$ cat config.mk
export PLATFORM = sky130hd
export DESIGN_NAME = mips_multicycle_ctrl
export DESIGN_NICKNAME = d
export VERILOG_FILES = /design/src/rtl/mips_multicycle_ctrl.sv
export SDC_FILE = /design/constraint.sdc
export NUM_CORES = 1
export LEC_CHECK = 0
export CAP_MARGIN = 40
export CORE_MARGIN = 3
export CORE_UTILIZATION = 52
export CTS_CLUSTER_SIZE = 20
export DETAILED_ROUTE_END_ITERATION = 6
export PLACE_DENSITY = 0.85
export SLEW_MARGIN = 25
export SYNTH_ARGS = -nofsm -noshare
export SYNTH_HDL_FRONTEND = slang
export SYNTH_SLANG_ARGS = --single-unit
$ cat constraint.sdc
create_clock -name clk -period 6.25 [get_ports clk]
set_input_delay 1.25 -clock clk [delete_from_list [all_inputs] [get_ports clk]]
set_output_delay 1.25 -clock clk [all_outputs]
set_load 0.005 [all_outputs]
$ cat src/rtl/mips_multicycle_ctrl.sv
`default_nettype none
// ============================================================================
// mips_multicycle_ctrl : multi-cycle MIPS32 control FSM with req/ready memory
// Rev 1.0 - initial release
// ============================================================================
module mips_multicycle_ctrl #(
  parameter int EXC_ON_OVF  = 1,
  parameter int MEM_TIMEOUT = 0
) (
  input  logic       clk,
  input  logic       rst,
  input  logic [5:0] opcode,
  input  logic [5:0] funct,
  input  logic       zero,
  input  logic       overflow,
  input  logic       mem_ready,
  output logic       mem_req,
  output logic       mem_we,
  output logic       ir_write,
  output logic       pc_write,
  output logic [1:0] pc_src,
  output logic       alu_src_a,
  output logic [1:0] alu_src_b,
  output logic       imm_zext,
  output logic [3:0] alu_control,
  output logic       reg_write,
  output logic       reg_dst,
  output logic       mem_to_reg,
  output logic       exception,
  output logic [1:0] exc_cause,
  output logic [3:0] state
);

  typedef enum logic [3:0] {
    S_IDLE   = 4'd0,
    S_FETCH  = 4'd1,
    S_DECODE = 4'd2,
    S_EXEC_R = 4'd3,
    S_EXEC_I = 4'd4,
    S_WB_R   = 4'd5,
    S_WB_I   = 4'd6,
    S_MEMADR = 4'd7,
    S_MEMRD  = 4'd8,
    S_MEMWR  = 4'd9,
    S_MEMWB  = 4'd10,
    S_BRANCH = 4'd11,
    S_JUMP   = 4'd12,
    S_EXC    = 4'd13
  } state_t;

  localparam logic [5:0] c_OP_RTYPE = 6'b000000;
  localparam logic [5:0] c_OP_J     = 6'b000010;
  localparam logic [5:0] c_OP_BEQ   = 6'b000100;
  localparam logic [5:0] c_OP_BNE   = 6'b000101;
  localparam logic [5:0] c_OP_ADDI  = 6'b001000;
  localparam logic [5:0] c_OP_ADDIU = 6'b001001;
  localparam logic [5:0] c_OP_SLTI  = 6'b001010;
  localparam logic [5:0] c_OP_ANDI  = 6'b001100;
  localparam logic [5:0] c_OP_ORI   = 6'b001101;
  localparam logic [5:0] c_OP_XORI  = 6'b001110;
  localparam logic [5:0] c_OP_LW    = 6'b100011;
  localparam logic [5:0] c_OP_SW    = 6'b101011;

  localparam logic [5:0] c_FN_ADD   = 6'b100000;
  localparam logic [5:0] c_FN_SUB   = 6'b100010;

  localparam logic [3:0] c_ALU_AND  = 4'b0000;
  localparam logic [3:0] c_ALU_OR   = 4'b0001;
  localparam logic [3:0] c_ALU_ADD  = 4'b0010;
  localparam logic [3:0] c_ALU_SUB  = 4'b0110;
  localparam logic [3:0] c_ALU_SLT  = 4'b0111;
  localparam logic [3:0] c_ALU_SLL  = 4'b1000;
  localparam logic [3:0] c_ALU_SRL  = 4'b1001;
  localparam logic [3:0] c_ALU_XOR  = 4'b1010;
  localparam logic [3:0] c_ALU_SRA  = 4'b1011;
  localparam logic [3:0] c_ALU_NOR  = 4'b1100;

  localparam logic [1:0] c_CAUSE_ILL = 2'b01;
  localparam logic [1:0] c_CAUSE_OVF = 2'b10;
  localparam logic [1:0] c_CAUSE_TMO = 2'b11;

  localparam int CNT_W = (MEM_TIMEOUT > 1) ? $clog2(MEM_TIMEOUT) : 1;
  localparam logic [CNT_W-1:0] c_WAIT_LAST = CNT_W'((MEM_TIMEOUT > 0) ? MEM_TIMEOUT - 1 : 0);

  state_t           r_state;
  state_t           w_next;
  logic [1:0]       w_cause;
  logic [CNT_W-1:0] r_wait_cnt;
  logic             w_timeout;
  logic             w_funct_legal;
  logic             w_branch_take;
  logic             w_ovf_trap_r;
  logic             w_ovf_trap_i;

  logic       r_mem_req;
  logic       r_mem_we;
  logic       r_pc_write;
  logic [1:0] r_pc_src;
  logic       r_alu_src_a;
  logic [1:0] r_alu_src_b;
  logic       r_imm_zext;
  logic [3:0] r_alu_control;
  logic       r_reg_write;
  logic       r_reg_dst;
  logic       r_mem_to_reg;
  logic       r_exception;
  logic [1:0] r_exc_cause;

  function automatic logic [3:0] alu_for_funct(input logic [5:0] f);
    case (f)
      6'b100000, 6'b100001: alu_for_funct = c_ALU_ADD;
      6'b100010, 6'b100011: alu_for_funct = c_ALU_SUB;
      6'b100100:            alu_for_funct = c_ALU_AND;
      6'b100101:            alu_for_funct = c_ALU_OR;
      6'b100110:            alu_for_funct = c_ALU_XOR;
      6'b100111:            alu_for_funct = c_ALU_NOR;
      6'b101010:            alu_for_funct = c_ALU_SLT;
      6'b000000:            alu_for_funct = c_ALU_SLL;
      6'b000010:            alu_for_funct = c_ALU_SRL;
      6'b000011:            alu_for_funct = c_ALU_SRA;
      default:              alu_for_funct = c_ALU_ADD;
    endcase
  endfunction

  function automatic logic [3:0] alu_for_opcode(input logic [5:0] op);
    case (op)
      c_OP_SLTI: alu_for_opcode = c_ALU_SLT;
      c_OP_ANDI: alu_for_opcode = c_ALU_AND;
      c_OP_ORI:  alu_for_opcode = c_ALU_OR;
      c_OP_XORI: alu_for_opcode = c_ALU_XOR;
      default:   alu_for_opcode = c_ALU_ADD;
    endcase
  endfunction

  always_comb begin
    w_funct_legal = 1'b0;
    case (funct)
      6'b100000, 6'b100001, 6'b100010, 6'b100011, 6'b100100, 6'b100101,
      6'b100110, 6'b100111, 6'b101010, 6'b000000, 6'b000010, 6'b000011:
        w_funct_legal = 1'b1;
      default: w_funct_legal = 1'b0;
    endcase
  end

  // Only the trapping add/sub/addi forms are checked; the unsigned variants never trap.
  assign w_ovf_trap_r  = (EXC_ON_OVF != 0) && overflow && ((funct == c_FN_ADD) || (funct == c_FN_SUB));
  assign w_ovf_trap_i  = (EXC_ON_OVF != 0) && overflow && (opcode == c_OP_ADDI);
  assign w_timeout     = (MEM_TIMEOUT != 0) && (r_wait_cnt == c_WAIT_LAST);
  assign w_branch_take = ((opcode == c_OP_BEQ) && zero) || ((opcode == c_OP_BNE) && !zero);

  always_comb begin
    w_next  = r_state;
    w_cause = r_exc_cause;
    case (r_state)
      S_IDLE: w_next = S_FETCH;
      S_FETCH: begin
        if (mem_ready) begin
          w_next = S_DECODE;
        end else if (w_timeout) begin
          w_next  = S_EXC;
          w_cause = c_CAUSE_TMO;
        end
      end
      S_DECODE: begin
        case (opcode)
          c_OP_RTYPE: begin
            if (w_funct_legal) begin
              w_next = S_EXEC_R;
            end else begin
              w_next  = S_EXC;
              w_cause = c_CAUSE_ILL;
            end
          end
          c_OP_LW, c_OP_SW:   w_next = S_MEMADR;
          c_OP_BEQ, c_OP_BNE: w_next = S_BRANCH;
          c_OP_J:             w_next = S_JUMP;
          c_OP_ADDI, c_OP_ADDIU, c_OP_SLTI, c_OP_ANDI, c_OP_ORI, c_OP_XORI:
                              w_next = S_EXEC_I;
          default: begin
            w_next  = S_EXC;
            w_cause = c_CAUSE_ILL;
          end
        endcase
      end
      S_EXEC_R: begin
        if (w_ovf_trap_r) begin
          w_next  = S_EXC;
          w_cause = c_CAUSE_OVF;
        end else begin
          w_next = S_WB_R;
        end
      end
      S_EXEC_I: begin
        if (w_ovf_trap_i) begin
          w_next  = S_EXC;
          w_cause = c_CAUSE_OVF;
        end else begin
          w_next = S_WB_I;
        end
      end
      S_MEMADR: w_next = (opcode == c_OP_SW) ? S_MEMWR : S_MEMRD;
      S_MEMRD: begin
        if (mem_ready) begin
          w_next = S_MEMWB;
        end else if (w_timeout) begin
          w_next  = S_EXC;
          w_cause = c_CAUSE_TMO;
        end
      end
      S_MEMWR: begin
        if (mem_ready) begin
          w_next = S_FETCH;
        end else if (w_timeout) begin
          w_next  = S_EXC;
          w_cause = c_CAUSE_TMO;
        end
      end
      S_WB_R, S_WB_I, S_MEMWB, S_BRANCH, S_JUMP, S_EXC: w_next = S_FETCH;
      default: w_next = S_IDLE;
    endcase
  end

  // Moore outputs are decoded from the next state so they leave the flops
  // aligned with the state they belong to.
  always_ff @(posedge clk or posedge rst) begin
    if (rst) begin
      r_state       <= S_IDLE;
      r_wait_cnt    <= '0;
      r_mem_req     <= 1'b0;
      r_mem_we      <= 1'b0;
      r_pc_write    <= 1'b0;
      r_pc_src      <= 2'b00;
      r_alu_src_a   <= 1'b0;
      r_alu_src_b   <= 2'b00;
      r_imm_zext    <= 1'b0;
      r_alu_control <= 4'b0000;
      r_reg_write   <= 1'b0;
      r_reg_dst     <= 1'b0;
      r_mem_to_reg  <= 1'b0;
      r_exception   <= 1'b0;
      r_exc_cause   <= 2'b00;
    end else begin
      r_state     <= w_next;
      r_exc_cause <= w_cause;
      if (w_next != r_state) begin
        r_wait_cnt <= '0;
      end else begin
        r_wait_cnt <= r_wait_cnt + 1'b1;
      end

      r_mem_req     <= 1'b0;
      r_mem_we      <= 1'b0;
      r_pc_write    <= 1'b0;
      r_pc_src      <= 2'b00;
      r_alu_src_a   <= 1'b0;
      r_alu_src_b   <= 2'b00;
      r_imm_zext    <= 1'b0;
      r_alu_control <= 4'b0000;
      r_reg_write   <= 1'b0;
      r_reg_dst     <= 1'b0;
      r_mem_to_reg  <= 1'b0;
      r_exception   <= 1'b0;
      case (w_next)
        S_FETCH: begin
          r_mem_req     <= 1'b1;
          r_alu_control <= c_ALU_ADD;
          r_alu_src_b   <= 2'b01;
        end
        S_DECODE: begin
          r_alu_control <= c_ALU_ADD;
          r_alu_src_b   <= 2'b11;
        end
        S_EXEC_R: begin
          r_alu_src_a   <= 1'b1;
          r_alu_control <= alu_for_funct(funct);
        end
        S_EXEC_I: begin
          r_alu_src_a   <= 1'b1;
          r_alu_src_b   <= 2'b10;
          r_alu_control <= alu_for_opcode(opcode);
          r_imm_zext    <= (opcode == c_OP_ANDI) || (opcode == c_OP_ORI) || (opcode == c_OP_XORI);
        end
        S_WB_R: begin
          r_reg_write <= 1'b1;
          r_reg_dst   <= 1'b1;
        end
        S_WB_I: r_reg_write <= 1'b1;
        S_MEMADR: begin
          r_alu_control <= c_ALU_ADD;
          r_alu_src_a   <= 1'b1;
          r_alu_src_b   <= 2'b10;
        end
        S_MEMRD: r_mem_req <= 1'b1;
        S_MEMWR: begin
          r_mem_req <= 1'b1;
          r_mem_we  <= 1'b1;
        end
        S_MEMWB: begin
          r_reg_write  <= 1'b1;
          r_mem_to_reg <= 1'b1;
        end
        S_BRANCH: begin
          r_alu_control <= c_ALU_SUB;
          r_alu_src_a   <= 1'b1;
          r_pc_src      <= 2'b01;
        end
        S_JUMP: begin
          r_pc_write <= 1'b1;
          r_pc_src   <= 2'b10;
        end
        S_EXC: begin
          r_exception <= 1'b1;
          r_pc_write  <= 1'b1;
          r_pc_src    <= 2'b11;
        end
        default: ;
      endcase
    end
  end

  // Fetch completion and branch resolution depend on this cycle's handshake/flag.
  assign ir_write    = (r_state == S_FETCH) && mem_ready;
  assign pc_write    = r_pc_write || ir_write || ((r_state == S_BRANCH) && w_branch_take);
  assign mem_req     = r_mem_req;
  assign mem_we      = r_mem_we;
  assign pc_src      = r_pc_src;
  assign alu_src_a   = r_alu_src_a;
  assign alu_src_b   = r_alu_src_b;
  assign imm_zext    = r_imm_zext;
  assign alu_control = r_alu_control;
  assign reg_write   = r_reg_write;
  assign reg_dst     = r_reg_dst;
  assign mem_to_reg  = r_mem_to_reg;
  assign exception   = r_exception;
  assign exc_cause   = r_exc_cause;
  assign state       = r_state;

endmodule
`default_nettype wire

run_1/metal_density.png
12 x 12 tiles, from dark purple (low) to yellow (high), scaled to the fullest tile. Values are wire area over tile area, all layers added.
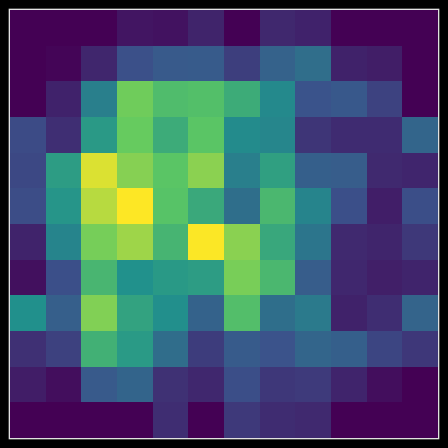
- nearly empty tiles: 15%
- fullest tile: 0.48
- emptiest ninth of the die: north-east
- densest ninth of the die: center
- mean over tiles: 0.15
- tiles over half the peak: 26%
routed length per instance: 14.9 µm
total number of vias: 1369
WL final: 3.41 mm

run_1/clocks.png
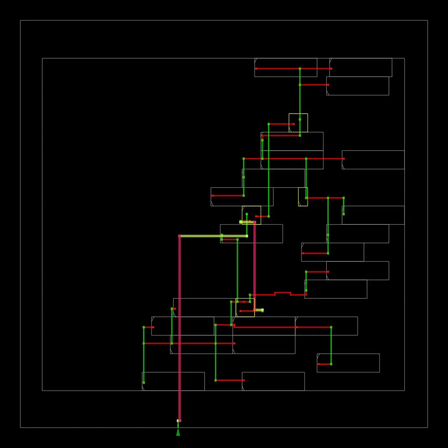
flop count: 23
Clk power: 0.0000677 W
TritonCTS Sinks: 23

==> summary.txt, run 1 <==
fresh numbers from the pnr run: Final #Nets 217, biggest area cells dfrtp_1 38%, nor2_1 4.2%, nand2_1 3.0%, nand2b_1 2.9%, a31oi_4 2.8%, CTS resizes 0, delay-heaviest family, CP buffers and inverters, Worst R2R Start state[0]$_DFF_PP0_, chip area approximately 3600 µm², Rows 18, R2R cell count 7, global-route wire length before repair approximately 5.8 mm, number of post-CTS setup repair buffers 0, Clock Path Buffers 2, Cell Type Count about 56, power per cell area 360 nW/µm², Crit-path slowest cell clkdlybuf4s50_1, crit-path max cell delay between 0.5 and 0.6 ns, vias per inst about 6.0, die height roughly 60 µm, max_slew headroom 62.1%, Yosys Chip Area 1520 µm², residual DRC count 0, combinational share of cell area 44.1%, Final ANT Viol Nets 0, CP Launch Type primary input, VDD IR max 0.255 mV, ys async rst share 100%, Iter 0 DRT Violations 40, Hold Path Origin exc_cause[1]$_DFFE_PP0P_, initial antenna violation count 0, Gate Area ~860 µm², Clk Latency, worst-skew pair 0.31 ns, Worst EP arrival approximately 3.3 ns, gpl congestion between 0.9 and 1, Leak between 0.7 and 0.8 nW, Max Fclk approximately 220 MHz, Yosys top cell by instances dfrtp_1, Final Hold Viols 0, Worst Hold Path EP exc_cause[1]$_DFFE_PP0P_, Syn Nets between 150 and 200, outcome finished clean, Antenna diodes 0, buffer share of cell area a little over a fifth, Seq share, synth between 30% and 40%, top cells by count 23 x dfrtp_1, 17 x nor2_1, 12 x nand2_1, clock period minus worst slack around 4.5 ns, vias in the first global route 1339, CTS tree built, flop-to-flop setup slack roughly 3.8 ns, Plain + repair buffers between 40 and 50, Mean Syn Cell Area about 9.4 µm², ratio of cells with drive above 1 in the final layout 10.6%, critical path launch point opcode[1], CP cell instances clkdlybuf4s50_1, nand2b_1, nor2_1, nand2_1, o41ai_1, clkdlybuf4s50_1, Hold Crit Depth 1, Final Slew Violations 0, RSZ-0062 raised after global routing false, Layout area overhead 29.1%, fin crit share 72.1%, Primary FF master, synth dfrtp_1, Mapped Area roughly 1500 µm², number of buffers inserted by port buffering around 40
run_1/wires.png
Only two layers are drawn.
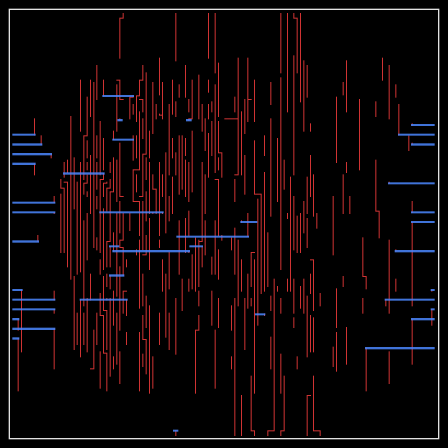
- metal 3: blue (wire length 154 µm)
- metal 2: red (wire length 1680 µm)
global-route total usage across every layer: 20.9%

run_1/cell_density.png
Scale bar: 20 µm. 12 x 12 tiles, from dark purple (low) to yellow (high), 0 to 100% covered.
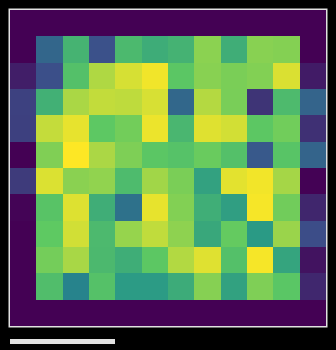
- densest ninth of the die: center
- nearly empty tiles: 22%
- emptiest ninth of the die: north-west
Final Util: 74.9%
FP Core Util: 58.0%
Core Box Area: 2610 µm²

[run 1: per-layer routing]
metal  track usage, %  vias up  wire length [µm]
met5                0        -                 0
li1                 -      670                 -
met4             10.1        0                75
met3             1.51        8               154
met1             25.5      641              1500
met2             36.7       50              1680
[run 1: per-stage QoR]
step / cell area, µm² / instances / hold WS, ns / power (W) / worst slack [ns]
final: 1960 / 229 / 0.508 / 0.000704 / 1.75
after global routing: 1960 / 229 / 0.535 / 0.000760 / 1.60
after CTS: 1940 / 228 / 0.520 / 0.000705 / 1.75
after detailed placement: 1910 / 224 / 0.493 / 0.000636 / 1.75
after global placement: 1910 / 224 / 0.468 / 0.000629 / 1.81
after floorplan: 1520 / 161 / 0.483 / 0.000492 / 2.84
[run 1: cells by family after synthesis]
| group | after synthesis | synth area share, % |
|---|---|---|
| AND/OR/NAND/NOR | 70 | 27.6 |
| AND-OR/OR-AND | 42 | 23.6 |
| flip-flops | 23 | 38.0 |
| buffers and inverters | 17 | 5.04 |
| multiplexers | 5 | 3.47 |
| XOR/XNOR | 4 | 2.31 |
[run 1: placed cells by master (no fill, tap or decap), types with 2 or more instances in the layout]
master           instances
nand2b_1                 7
nand3_1                  5
nor2_1                  17
xnor2_1                  4
nor2b_1                  4
dfrtp_1                 23
nand2_1                 12
a21oi_1                  5
a211oi_1                 3
a211o_1                  2
a21oi_4                  2
a41oi_1                  3
nand4_1                  4
a31oi_4                  2
inv_1                    7
a31oi_1                  2
nor3_1                   6
clkdlybuf4s50_1         40
mux2i_1                  3
inv_2                    3
o21ai_0                  4
clkbuf_4                 3
and2_1                   2
o31ai_1                  3
[run 1: power by group]
group          switching [W]  leakage [nW]  internal, W
logic               0.000221         0.463     0.000188
registers          0.0000383         0.302     0.000188
clock network      0.0000427        0.0150    0.0000250
==> run 1 -> run 2 <==
Settings changed: CORE_UTILIZATION 52 to 48, PLACE_DENSITY 0.85 to 0.8.
Clock period 6.25 ns to 4.3 ns, I/O delays scaled along.
run_2/metal_density.png
12 x 12 tiles, from dark purple (low) to yellow (high), scaled to the fullest tile. Values are wire area over tile area, all layers added.
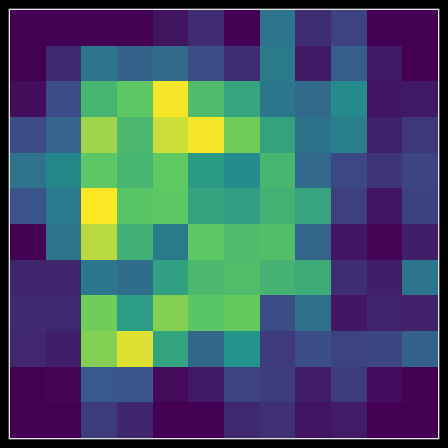
WL final: 3.43 mm
global-route total usage across every layer: 19.0%
routed length per instance: 14.2 µm

run_2/flops_by_reg.png
Scale bar: 20 µm. Other sequential cells in the stronger gray, the rest of the logic in the fainter gray.
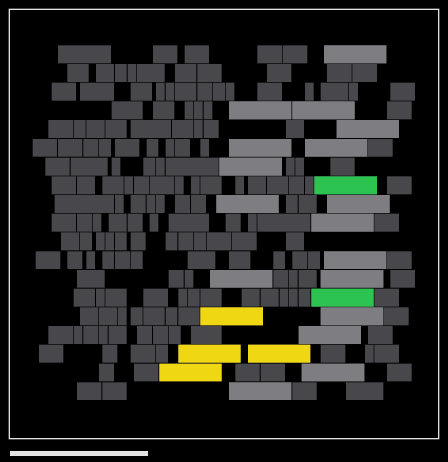
- alu_control: yellow (placed flops 4; where south)
- pc_src: green (placed flops 2)
- not colored: 17
storage element area: 576 µm²
flop share of the area: 29.2%
sequential power: 0.000331 W
Final Util: 68.5%

==> run 2 against run 1 <==
Net effect:
- sequential share of layout area decreased by 0.22 points
- critical endpoint unchanged
- non-clock buffer count is the same
- cell count up 5.2%
- register-to-register slack lost 2.0 ns
- wire length up 0.62%
- largest cell class unchanged
- global-route usage is 1.9 points lower
==> summary.txt, run 2 <==
fresh numbers from the pnr run: outcome finished clean, Worst EP arrival 2.85 ns, Hold Crit Depth 1, Final Slew Violations 0, Syn Nets between 150 and 200, flop-to-flop setup slack between 1.5 and 2 ns, power per cell area roughly 520 nW/µm², crit-path max cell delay between 0.5 and 0.6 ns, biggest area cells dfrtp_1 38%, nor2_1 4.2%, nand2_1 3.0%, nand2b_1 2.9%, a31oi_4 2.8%, Primary FF master, synth dfrtp_1, Rows 19, Seq share, synth 38.0%, R2R cell count 7, Mapped Area 1520 µm², Iter 0 DRT Violations ~44, design area 1970 µm², VDD IR max about 0.28 mV, FP Core Util between 50% and 60%, Worst R2R Start state[0]$_DFF_PP0_, critical path launch point opcode[1], global-route wire length before repair ~6 mm, max_slew headroom approximately three fifths, final worst setup slack around 0.59 ns, Leak 0.781 nW, total number of vias around 1400, number of post-CTS setup repair buffers 0, initial antenna violation count 0, residual DRC count 0, Mean Syn Cell Area about 9.4 µm², RSZ-0062 raised after global routing false, Max Fclk roughly 270 MHz, CTS resizes 0, vias per inst around 5.7, Clock Path Buffers 2, Cell Type Count around 56, Clk Latency, worst-skew pair 0.29 ns, CP cell instances clkdlybuf4s50_1, nand2b_1, nor2_1, nand2_1, o41ai_1, clkdlybuf4s50_1, TritonCTS Sinks 23, Post-DP Area approximately 1900 µm², Yosys top cell by instances dfrtp_1, placed insts 236, Layout area overhead 30.1%, Core Box Area 2880 µm², ratio of cells with drive above 1 in the final layout 10.6%, Fin Hold WS about 0.50 ns, die height roughly 62 µm, Antenna diodes 0, Top cells excl fill/tap 40 x clkdlybuf4s50_1, 23 x dfrtp_1, 17 x nor2_1, vias in the first global route 1287, Yosys Chip Area 1520 µm², number of buffers inserted by port buffering ~40
run_2/wires.png
Only two layers are drawn.
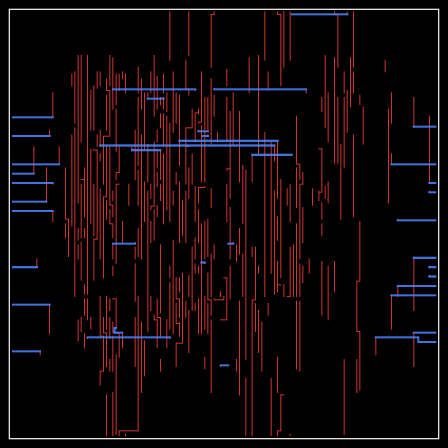
- metal 2: red (wire length 1770 µm)
- metal 3: blue (wire length 202 µm)

==> run 2: cell counts after synthesis <==
Identical to the previous run, type by type.
==> run 2: cells by family (layout without fill, tap and decap cells) <==
| group | after synthesis | after routing | share of synthesized area (%) |
|---|---|---|---|
| and+or+nand+nor | 70 | 70 | 27.6 |
| AOI/OAI and AO/OA | 42 | 42 | 23.6 |
| DFF | 23 | 23 | 38.0 |
| buffers and inverters | 17 | 55 | 5.04 |
| muxes | 5 | 5 | 3.47 |
| xor gates and xnor gates | 4 | 4 | 2.31 |
==> run 2: worst paths after layout <==
path                                            end
max                                        pc_write
max in group asynchronous  exc_cause[0]$_DFFE_PP0P_
max reg2reg                alu_control[2]$_DFF_PP0_
min                        exc_cause[1]$_DFFE_PP0P_
min in group asynchronous  alu_control[2]$_DFF_PP0_
min reg2reg                exc_cause[1]$_DFFE_PP0P_
==> run 2: final cells by class <==
cell class                 instances  area (µm²)  share of cell area, %
multi-input combinational        121         863                   43.8
sequential                        23         576                   29.2
timing repair buffer              41         415                   21.1
tap                               42        52.6                   2.67
inverter                          10        37.5                   1.90
clock buffer                       4        26.3                   1.33
==> run 2: critical path: cells and delay by family <==
kind / cells / cell delay (ns)
compound gates: 1 / 0.39
buf+inv: 2 / 1.14
simple gates: 3 / 0.46
==> run 2: metal layers <==
layer | routed length (µm) | global-route usage, % | vias up
met3 | 201 | 1.44 | 6
li1 | - | - | 676
met2 | 1770 | 32.8 | 51
met5 | 0 | 0 | -
met1 | 1410 | 24.7 | 636
met4 | 56 | 7.73 | 0
==> run 2: report_power, final <==
part           switching, W  leakage [nW]  internal [W]
Sequential        0.0000570         0.302      0.000274
Clock             0.0000551        0.0150     0.0000361
Combinational      0.000321         0.463      0.000274
Power and IR drop assume default switching activity.
